Run 1, wires at chosen ports, followed through buffers:
Bar = 20 µm.
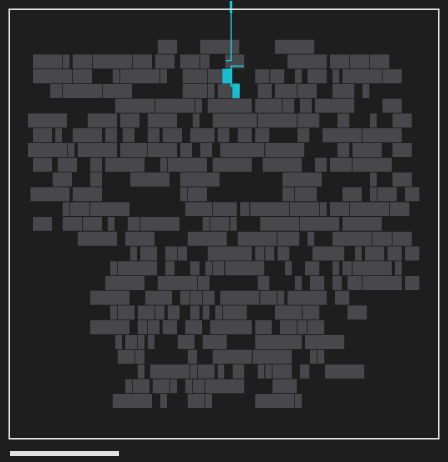
Run 1, the metal 1 layer:
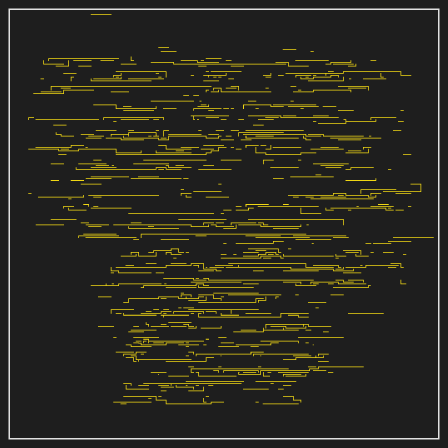
Run 1, register map, names as in the netlist:
Other sequential cells in the stronger gray, the rest of the logic in the fainter gray.
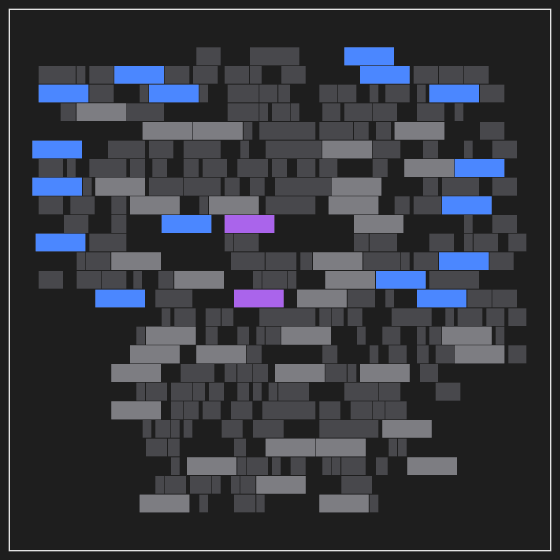
Run 1, clock wires, drivers and flops:
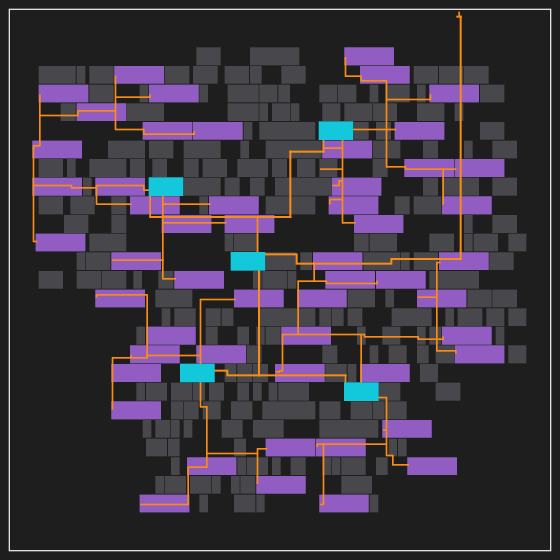
Design display_scan_ctrl, sky130hd; sources not shown.
==> metrics.yaml, run 1 <==
status:
  status: "finished clean"
timing:
  setup_ws_ns: 0.322
  holdWs_ns: 0.320
  final_max_slew_viol_count: 0
  slew-limit-headroom_pct: 62.1
  setup_violations: 0
finish:
  num-fill-cells: 443
  logic_area_um2: 1240
  insertedDiodeCount: 0
  multi_input_comb_cells: 158
  fin_area_um2: 2830
  n_all_buffers: 33
  clkCellAreaFrac_pct: 3.10
  largest_class: "logic gates"
  final_cells: 325
  syn2layout_area_growth_pct: 18.3
  nClkBuffers: 6
placement:
  dp_slack_ns: 0.330
  dpl.hpwl_mm: 3.18
drt:
  viasPerCell: 5.05
  drc: 0
global_routing:
  overflow: 0
  busiest_layer: "met2"
  gr-usage-met2_pct: 23.3
  grt_pass1_vias: 1544
  grt_use_met3_pct: 4.88
  grt_usage_pct: 15.1
cts:
  numCtsBuffers: 5
  cts_sinks: 53
  ctsHoldBuffers: 0
yosys:
  ys_sh_aoi_pct: 1.42
  ys_area_um2: 2390
  top_logic_kind: "simple AND/OR/NAND/NOR gates"
  synth.area.top_cells: "dfxtp_1, mux2i_1, mux2_4, nor2_1, nor2b_1"
  ys_cells: 228
worst_setup_path:
  cp.depth: 4
  rr_worst_depth: 6
  arrival_ns: 1.93
  crit_type: "input pin to output pin"
  rrSetupSlack_ns: 0.94
power:
  p_switching_mw: 0.264
  leakagePower_nw: 1.12
  power_density_nw_per_um2: 401
floorplan:
  chipWidth_um: 78.8
  die_y_um: 78.8
-- 'wires at chosen ports, followed through buffers' (at the start) --
port	color	bits	direction	end cells	buffers	wire
lz_en	cyan	1	input	2	1	18.0 µm
IO Port Bufs: 29
I/O pin cnt: 30

-- 'the metal 1 layer' (at the start) --
main direction	horizontal
longest straight run	30.4 µm
nets with wire on the layer	249
Vias: 1,641
GR Util met1: 20.0%
DRT Wirelength: 4.43 mm

-- 'register map, names as in the netlist' (at the start) --
signal	color	placed flops
shadow	blue	16
idx	purple	2
not colored	35
Seq. pwr: 0.681 mW
Seq. cell area: 1060 µm²
Layout Utilization: 57.5%
Seq/total area: 37.6%

-- 'clock wires, drivers and flops' (at the start) --
[cells driving clock nets] cyan | count: 5
[flip-flops] purple | count: 53
[clock wires] orange | length: 590 µm
flops lie	all over the die
clock share of power: 32.7%
Clock net power: 0.371 mW
Latency at later pin: 0.31 ns

## Run 2: what changed since run 1
- CORE_MARGIN: 3 -> 10
- SLEW_MARGIN: unset -> 0
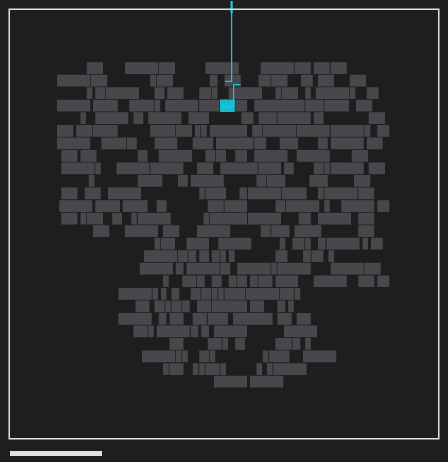
Run 2: wires at chosen ports, followed through buffers
Bar = 20 µm.
port	color	bits	direction	end cells	buffers	wire
lz_en	cyan	1	input	2	1	26.9 µm

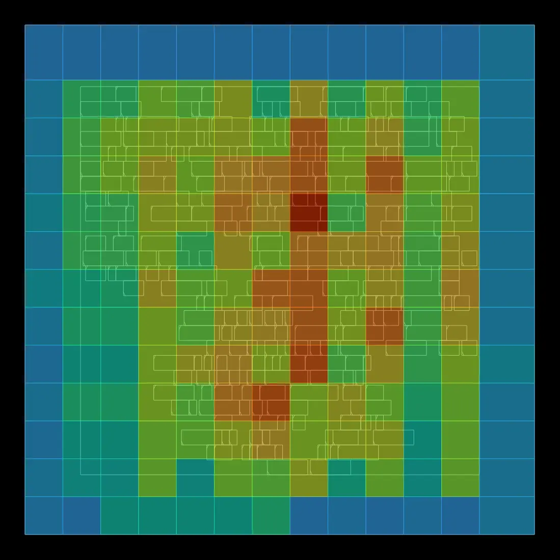
Run 2: routing congestion
GR Util met1: 14.2%
Layout Utilization: 55.7%
per-cell routed wire length: 13.8 µm

==> run 2 against run 1 <==
  * Routed wire length is 2.6% higher
  * Clock power is 23% higher
  * Hold slack worse by 0.00086 ns
  * Synthesized cell count stayed put
  * Die area is 39% higher
  * Synthesized area stayed put
  * Critical endpoint unchanged
  * First-iteration DRC count is 35% lower
  * Non-clock buffer count is 1 higher
  * Maximum frequency is 1.3% higher
  * Utilization is 1.8 points lower
  * Register-to-register slack hardly changed
  * Sequential share of layout area is 0.51 points lower
==> metrics.yaml, run 2 <==
worst_setup_path:
  rr_worst_depth: 6
  cp.depth: 4
  rrSetupSlack_ns: 0.94
placement:
  dp_slack_ns: 0.361
  dpl.hpwl_mm: 3.33
cts:
  clk_latency_ns: 0.30
  cts_sinks: 53
drt:
  viasPerCell: 5.07
  drc: 0
timing:
  holdWs_ns: 0.319
  setup_violations: 0
  final_max_slew_viol_count: 0
yosys:
  ys_area_um2: 2390
  ys_cells: 228
  synth.area.top_cells: "dfxtp_1, mux2i_1, mux2_4, nor2_1, nor2b_1"
  top_logic_kind: "simple AND/OR/NAND/NOR gates"
  ys_sh_aoi_pct: 1.42
power:
  clkPwrFrac_pct: 37.4
  clock_net_power_mw: 0.457
  leakagePower_nw: 1.15
finish:
  fin_area_um2: 2860
  nClkBuffers: 5
  syn2layout_area_growth_pct: 20.0
  seq_share_pct: 37.0
  largest_class: "logic gates"
  logic_area_um2: 1240
  multi_input_comb_cells: 158
  final_cells: 329
  num-fill-cells: 483
global_routing:
  grt_use_met3_pct: 3.07
  overflow: 0
  busiest_layer: "met2"
  grt_usage_pct: 11.1
status:
  status: "finished clean"
floorplan:
  die_y_um: 92.8
  design.portCount: 30
  chipWidth_um: 92.8
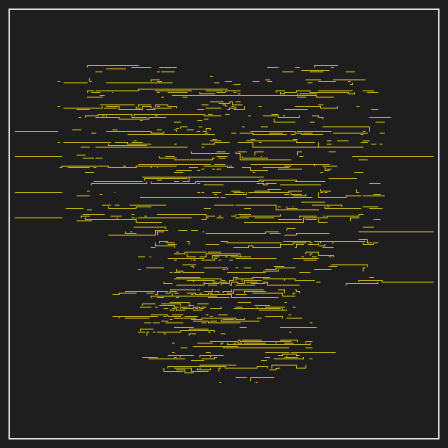
Run 2: the metal 1 layer
longest straight run	31.3 µm
nets with wire on the layer	265
main direction	horizontal
DRT Wirelength: 4.55 mm
Vias: 1,669

Power and IR drop assume default switching activity.
